==> src/rtl/crc_tx_pkg.sv <==
// ============================================================================
//  Module   : crc_tx_pkg
//  Brief    : Shared state encoding, polynomial constants and width helper
//             for the serial CRC transmit framer.
//  Revision : 1.0  initial release
// ============================================================================
`default_nettype none

package crc_tx_pkg;

   localparam logic [0:0] ST_DATA = 1'b0;
   localparam logic [0:0] ST_CRC  = 1'b1;

   localparam int          CRC_W_DEFAULT = 16;
   localparam logic [15:0] CRC16_CCITT   = 16'h1021;
   localparam logic [7:0]  CRC8          = 8'h07;
   localparam logic [31:0] CRC32         = 32'h04C11DB7;

   // Bits needed to hold a down-counter starting at value-1; never below 1.
   function automatic int clog2(input int value);
      int r;
      r = 1;
      for (int i = 1; i < 32; i++) begin
         if ((1 << i) < value) r = i + 1;
      end
      return r;
   endfunction

endpackage

`default_nettype wire

==> src/rtl/crc_tx_lfsr.sv <==
// ============================================================================
//  Module   : crc_tx_lfsr
//  Brief    : CRC remainder register: clear to init, direct-form update with
//             a payload bit, or left shift with zero fill to unload the CRC.
//  Revision : 1.0  initial release
// ============================================================================
`default_nettype none

module crc_tx_lfsr #(
   parameter int               CRC_W    = 16,
   parameter logic [CRC_W-1:0] CRC_INIT = '0
) (
   input  logic             clk,
   input  logic             rst_n,
   input  logic             clear,
   input  logic             update,
   input  logic             shift,
   input  logic             din,
   input  logic [CRC_W-1:0] poly,
   output logic             msb
);

   logic [CRC_W-1:0] crc;
   logic [CRC_W-1:0] step;
   logic             fb;

   always_comb begin
      fb      = din ^ crc[CRC_W-1];
      step    = {crc[CRC_W-2:0], 1'b0} ^ (poly & {CRC_W{fb}});
      step[0] = fb;
   end

   // Clear wins so the register is ready for a frame accepted right after.
   always_ff @(posedge clk) begin
      if (!rst_n || clear) begin
         crc <= CRC_INIT;
      end else if (update) begin
         crc <= step;
      end else if (shift) begin
         crc <= {crc[CRC_W-2:0], 1'b0};
      end
   end

   assign msb = crc[CRC_W-1];

endmodule

`default_nettype wire

==> src/rtl/crc_tx_framer.sv <==
// ============================================================================
//  Module   : crc_tx_framer
//  Brief    : Bit-serial CRC transmitter; echoes payload, then appends the
//             W-bit remainder MSB-first. Macro CRC_TX_CTRL_POLY_EN adds a
//             run-time polynomial input ctrl_poly.
//  Revision : 1.0  initial release
// ============================================================================
`default_nettype none

module crc_tx_framer
   import crc_tx_pkg::*;
#(
   parameter int               CRC_W    = CRC_W_DEFAULT,
   parameter logic [CRC_W-1:0] CRC_POLY = CRC_W'(CRC16_CCITT),
   parameter logic [CRC_W-1:0] CRC_INIT = '0
) (
   input  logic             clk,
   input  logic             rst_n,
   input  logic             in_valid,
   output logic             in_ready,
   input  logic             in_data,
   input  logic             in_last,
   output logic             out_valid,
   input  logic             out_ready,
   output logic             out_data,
   output logic             out_last,
   output logic             out_is_crc,
`ifdef CRC_TX_CTRL_POLY_EN
   input  logic [CRC_W-1:0] ctrl_poly,
`endif
   output logic             busy
);

   localparam int CNT_W = clog2(CRC_W);

   logic [0:0]       state;
   logic [CNT_W-1:0] cnt;
   logic [CRC_W-1:0] poly;
   logic             slot_free;
   logic             accept;
   logic             crc_msb;
   logic             crc_clear;
   logic             crc_update;
   logic             crc_shift;

`ifdef CRC_TX_CTRL_POLY_EN
   assign poly = ctrl_poly;
`else
   assign poly = CRC_POLY;
`endif

   assign slot_free  = !out_valid || out_ready;
   assign in_ready   = (state == ST_DATA) && slot_free;
   assign accept     = in_valid && in_ready;
   assign crc_update = accept;
   assign crc_clear  = (state == ST_CRC) && slot_free && (cnt == '0);
   assign crc_shift  = (state == ST_CRC) && slot_free && (cnt != '0);

   crc_tx_lfsr #(
      .CRC_W    (CRC_W),
      .CRC_INIT (CRC_INIT)
   ) u_lfsr (
      .clk    (clk),
      .rst_n  (rst_n),
      .clear  (crc_clear),
      .update (crc_update),
      .shift  (crc_shift),
      .din    (in_data),
      .poly   (poly),
      .msb    (crc_msb)
   );

   always_ff @(posedge clk) begin
      if (!rst_n) begin
         state      <= ST_DATA;
         cnt        <= '0;
         out_valid  <= 1'b0;
         out_data   <= 1'b0;
         out_last   <= 1'b0;
         out_is_crc <= 1'b0;
         busy       <= 1'b0;
      end else begin
         // A new frame accepted in the same cycle re-asserts busy below.
         if (out_valid && out_ready && out_last) busy <= 1'b0;
         case (state)
            ST_DATA: begin
               if (accept) begin
                  out_data   <= in_data;
                  out_is_crc <= 1'b0;
                  out_last   <= 1'b0;
                  out_valid  <= 1'b1;
                  busy       <= 1'b1;
                  if (in_last) begin
                     state <= ST_CRC;
                     cnt   <= CNT_W'(CRC_W - 1);
                  end
               end else if (slot_free) begin
                  out_valid <= 1'b0;
               end
            end
            default: begin
               if (slot_free) begin
                  out_data   <= crc_msb;
                  out_is_crc <= 1'b1;
                  out_valid  <= 1'b1;
                  out_last   <= (cnt == '0);
                  cnt        <= cnt - 1'b1;
                  if (cnt == '0) state <= ST_DATA;
               end
            end
         endcase
      end
   end

endmodule

`default_nettype wire
==> config.mk <==
export PLATFORM = sky130hd
export DESIGN_NAME = crc_tx_framer
export DESIGN_NICKNAME = d
export VERILOG_FILES = /design/src/rtl/crc_tx_pkg.sv /design/src/rtl/crc_tx_lfsr.sv /design/src/rtl/crc_tx_framer.sv
export SDC_FILE = /design/constraint.sdc
export NUM_CORES = 1
export LEC_CHECK = 0
export CORE_UTILIZATION = 55
export CTS_CLUSTER_DIAMETER = 50
export DETAILED_ROUTE_END_ITERATION = 12
export PLACE_DENSITY = 0.79
export SYNTH_ARGS = -nofsm -noshare
export SYNTH_HDL_FRONTEND = slang
export SYNTH_SLANG_ARGS = --single-unit
==> constraint.sdc <==
create_clock -name clk -period 7 [get_ports clk]
set_input_delay 2.1 -clock clk [delete_from_list [all_inputs] [get_ports clk]]
set_output_delay 2.1 -clock clk [all_outputs]
set_load 0.1 [all_outputs]
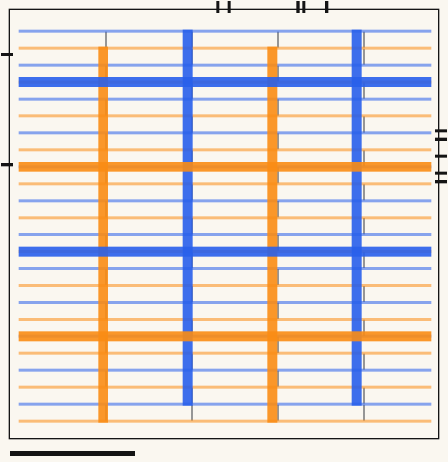
Fig. 1. Power grid.
Scale bar: 20 um. Pins as bars on the die edge. Tap cells in gray.
Key: VSS = orange; VDD = blue
4 straps on met4. The core has 23 rows.

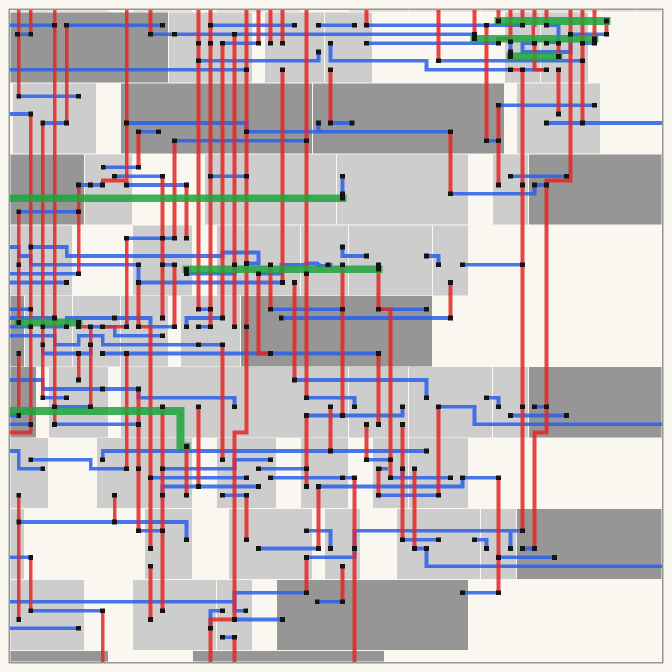
Fig. 2. Layout detail.
Region (39, 5) to (64, 30) um. Cells in gray, sequential cells in the stronger gray; small squares are vias.
Key: M2 = red; M3 = green; M1 = blue
48 logic cells have their middle in the window. Most frequent: dfxtp_1 (8), nor2_1 (7), xor2_1 (5). Netlist names of flops here include cnt (8). Sequential cells in the window: 8.

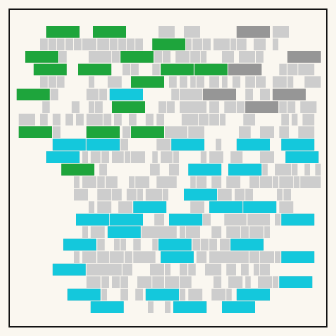
Fig. 3. Sequential cells grouped by signal name.
Key: u_lfsr.crc = green [sequential cells 16]; cnt = cyan [sequential cells 32]
Another 6 sequential cells are not colored.
Seq/total area: 40.8%
final core utilization: 63.9%
Seq. cell area: 1080 um2
Seq power: 0.369 mW

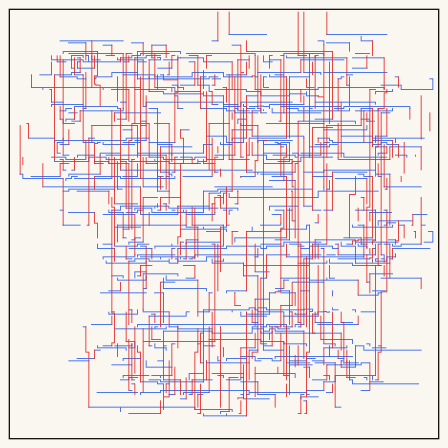
Fig. 4. Wiring by layer.
Only two layers are drawn.
Key: M1 = blue [wire length 2260 um]; M2 = red [wire length 2020 um]

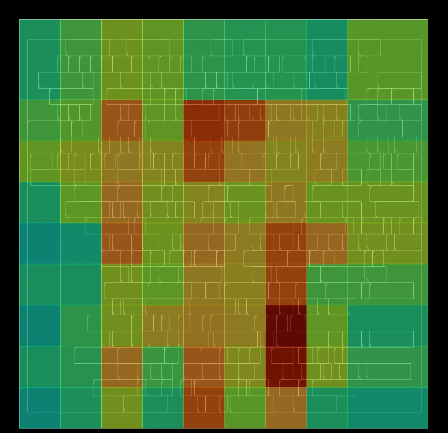
Fig. 5. Routing congestion.
grt met1 use: 26.8%
met2 usage: 31.1%
M3 GR Usage: 5.92%
WL per Instance: 13.5 um
GR Util All Layers: 20.3%

==> Slide: Implementation Results <==
Implementation Results

Status
  • Status: finished, final reports clean

Worst setup path
  • Worst setup SP type: input port
  • Crit path capture: in_ready
  • Crit Reg-Reg Endpoint: u_lfsr.crc[5]
  • R2R cell count: 5
  • Flop2flop setup slack: between 4 and 5 ns
  • Data required, critical path: 4.90 ns
  • Reg2reg start: cnt[9]
  • Worst setup EP type: output pin

Logic synthesis
  • Ys async rst share: 0%
  • Post-Synthesis Cell Area: roughly 2400 um2
  • Cells after synthesis: around 280
  • YS chip area: 2450 um2
  • Synth mux share: 0.818%
  • Top comb family, area: simple AND/OR/NAND/NOR gates
  • Register share after synthesis: 44.2%
  • Ys cells: between 200 and 300
  • Most common reg cell: dfxtp_1
  • EDFF count, synth: 0
  • Unique cell types: about 42
  • Registers, synthesis: 54
  • Mean Syn Cell Area: between 8 and 9 um2

Clock network
  • # Post-CTS Setup Buffers: 0
  • CTS tree: built
  • Clock Tree Root: clkbuf_8
  • Clock sinks: between 50 and 60
  • Htree depth: 2
  • Inserted Clock Buffers: 5
  • Clock transition at path regs: around 0.090 ns
  • PostCTS Resize Cnt: 0
  • Clock buffer depth: 2
  • Cts hold-fix bufs: 0

Worst hold path
  • Hold Path Depth: 2
  • Hold Crit Class: flop to flop
  • Hold Startpoint: u_lfsr.crc[10]

Timing
  • Highest Clock Rate: about 190 MHz
  • Crit share post-route: between 70% and 80%
  • Final worst setup slack: approximately 1.8 ns
  • Skew final: approximately 0.010 ns
  • Fin. max-slew vios: 0
  • Worst-Margin Slew: between 0.9 and 1 ns

Job
  • Tool warnings: 26
  • Max cap viols: 0

Pwr
  • Int Pwr: slightly above 0.5 mW
  • Flop pwr share: about 45%
  • Maximum vdd drop: ~0.13 mV
  • Logic pwr share: roughly a third
  • Part of the power in the clock network: approximately 22%
  • PD cells: 309 nW/um2
  • Pwr Total: 0.818 mW
  • Largest Pwr Group: sequential cells
  • Total net switching power: ~0.3 mW
  • Combinational Power: ~0.27 mW
  • P_leak: between 0.9 and 1 nW

Place
  • Number of placed cells counting well taps: between 300 and 400
  • DP HPWL: 3.07 mm
  • PortBufs: 11

Layout
  • Multi-input combinational area share: 48.9%
  • Fin nets: roughly 290
  • Multi-Input Combinational: approximately 210
  • Fillcell total: about 360
  • Signal inverters: 3
  • Gate Area: 1290 um2
  • Clock-cell share: approximately 3.4%

Route
  • DRT Pass-1 Iters: 4
  • Routed Antenna Nets: 0
  • Initial DRC Count: between 100 and 150

Floorplan
  • Top Ports: 12
  • Die Size: around 4700 um2
  • DIE WIDTH: 68.7 um

Global route
  • First-pass GRT wire length: 7.09 mm
  • Number of global-route vias before repair: 1614
  • Pin count of the biggest net entering global routing: 29
state kept, by name (all words and copies together) (netlist names):
| name | cells |
|---|---|
| cnt | 32 |
| out_is_crc | 1 |
| out_valid | 1 |
| state | 1 |
| out_data | 1 |
| busy | 1 |
| u_lfsr.crc | 16 |
| out_last | 1 |
stage by stage:
step                      area (um2)  hold slack, ns
after detailed placement        2560           0.455
after CTS                       2650           0.468
after global placement          2560           0.448
final                           2650           0.466
after global routing            2650           0.487
after floorplan                 2450           0.440
metal layers:
layer / vias up / part of all wire, % / GRT usage [%]
li1: 1003 / - / -
met1: 898 / 50 / 26.8
met2: 33 / 45 / 31.1
met3: 7 / 3.6 / 5.92
met4: 0 / 1.2 / 8.16
met5: - / 0 / 0
synth_stat cells (3+ instances only):
cell	instances	share of area (%)
nand2_1	12	1.8
a21boi_0	5	1.5
xnor2_1	14	5.0
nor4_1	3	0.77
buf_2	3	0.61
nor2_1	32	4.9
dfxtp_1	54	44
or4_1	6	1.8
nand3_1	20	4.1
o21ai_0	17	3.5
nor2b_1	6	1.5
xor2_1	13	4.7
nor3_1	14	2.9
nand4_1	7	1.8
clkbuf_1	10	1.5
a21oi_1	21	4.3
or3_1	5	1.3
inv_1	3	0.46
layout by cell type (no fill, tap or decap), drive strengths merged, types with 2 or more instances in the layout:
master         instances
dfxtp                 54
nor2                  32
a21oi                 21
nand3                 21
o21ai                 17
xnor2                 14
nor3                  14
xor2                  13
nand2                 12
clkdlybuf4s50         10
nand4                  7
clkbuf                 7
nor2b                  6
or4                    6
nor4                   6
or3                    5
a21boi                 5
inv                    3
and2                   3
or2                    2
and3                   2
and4                   2
o2111ai                2
mux2i                  2
nand4b                 2
a211oi                 2
critical path: cells and delay by family:
family	cells	cell delay [ns]
simple gates	2	0.36
buf+inv	2	0.67
No activity file was given, so power comes from the tool's default toggle rates.
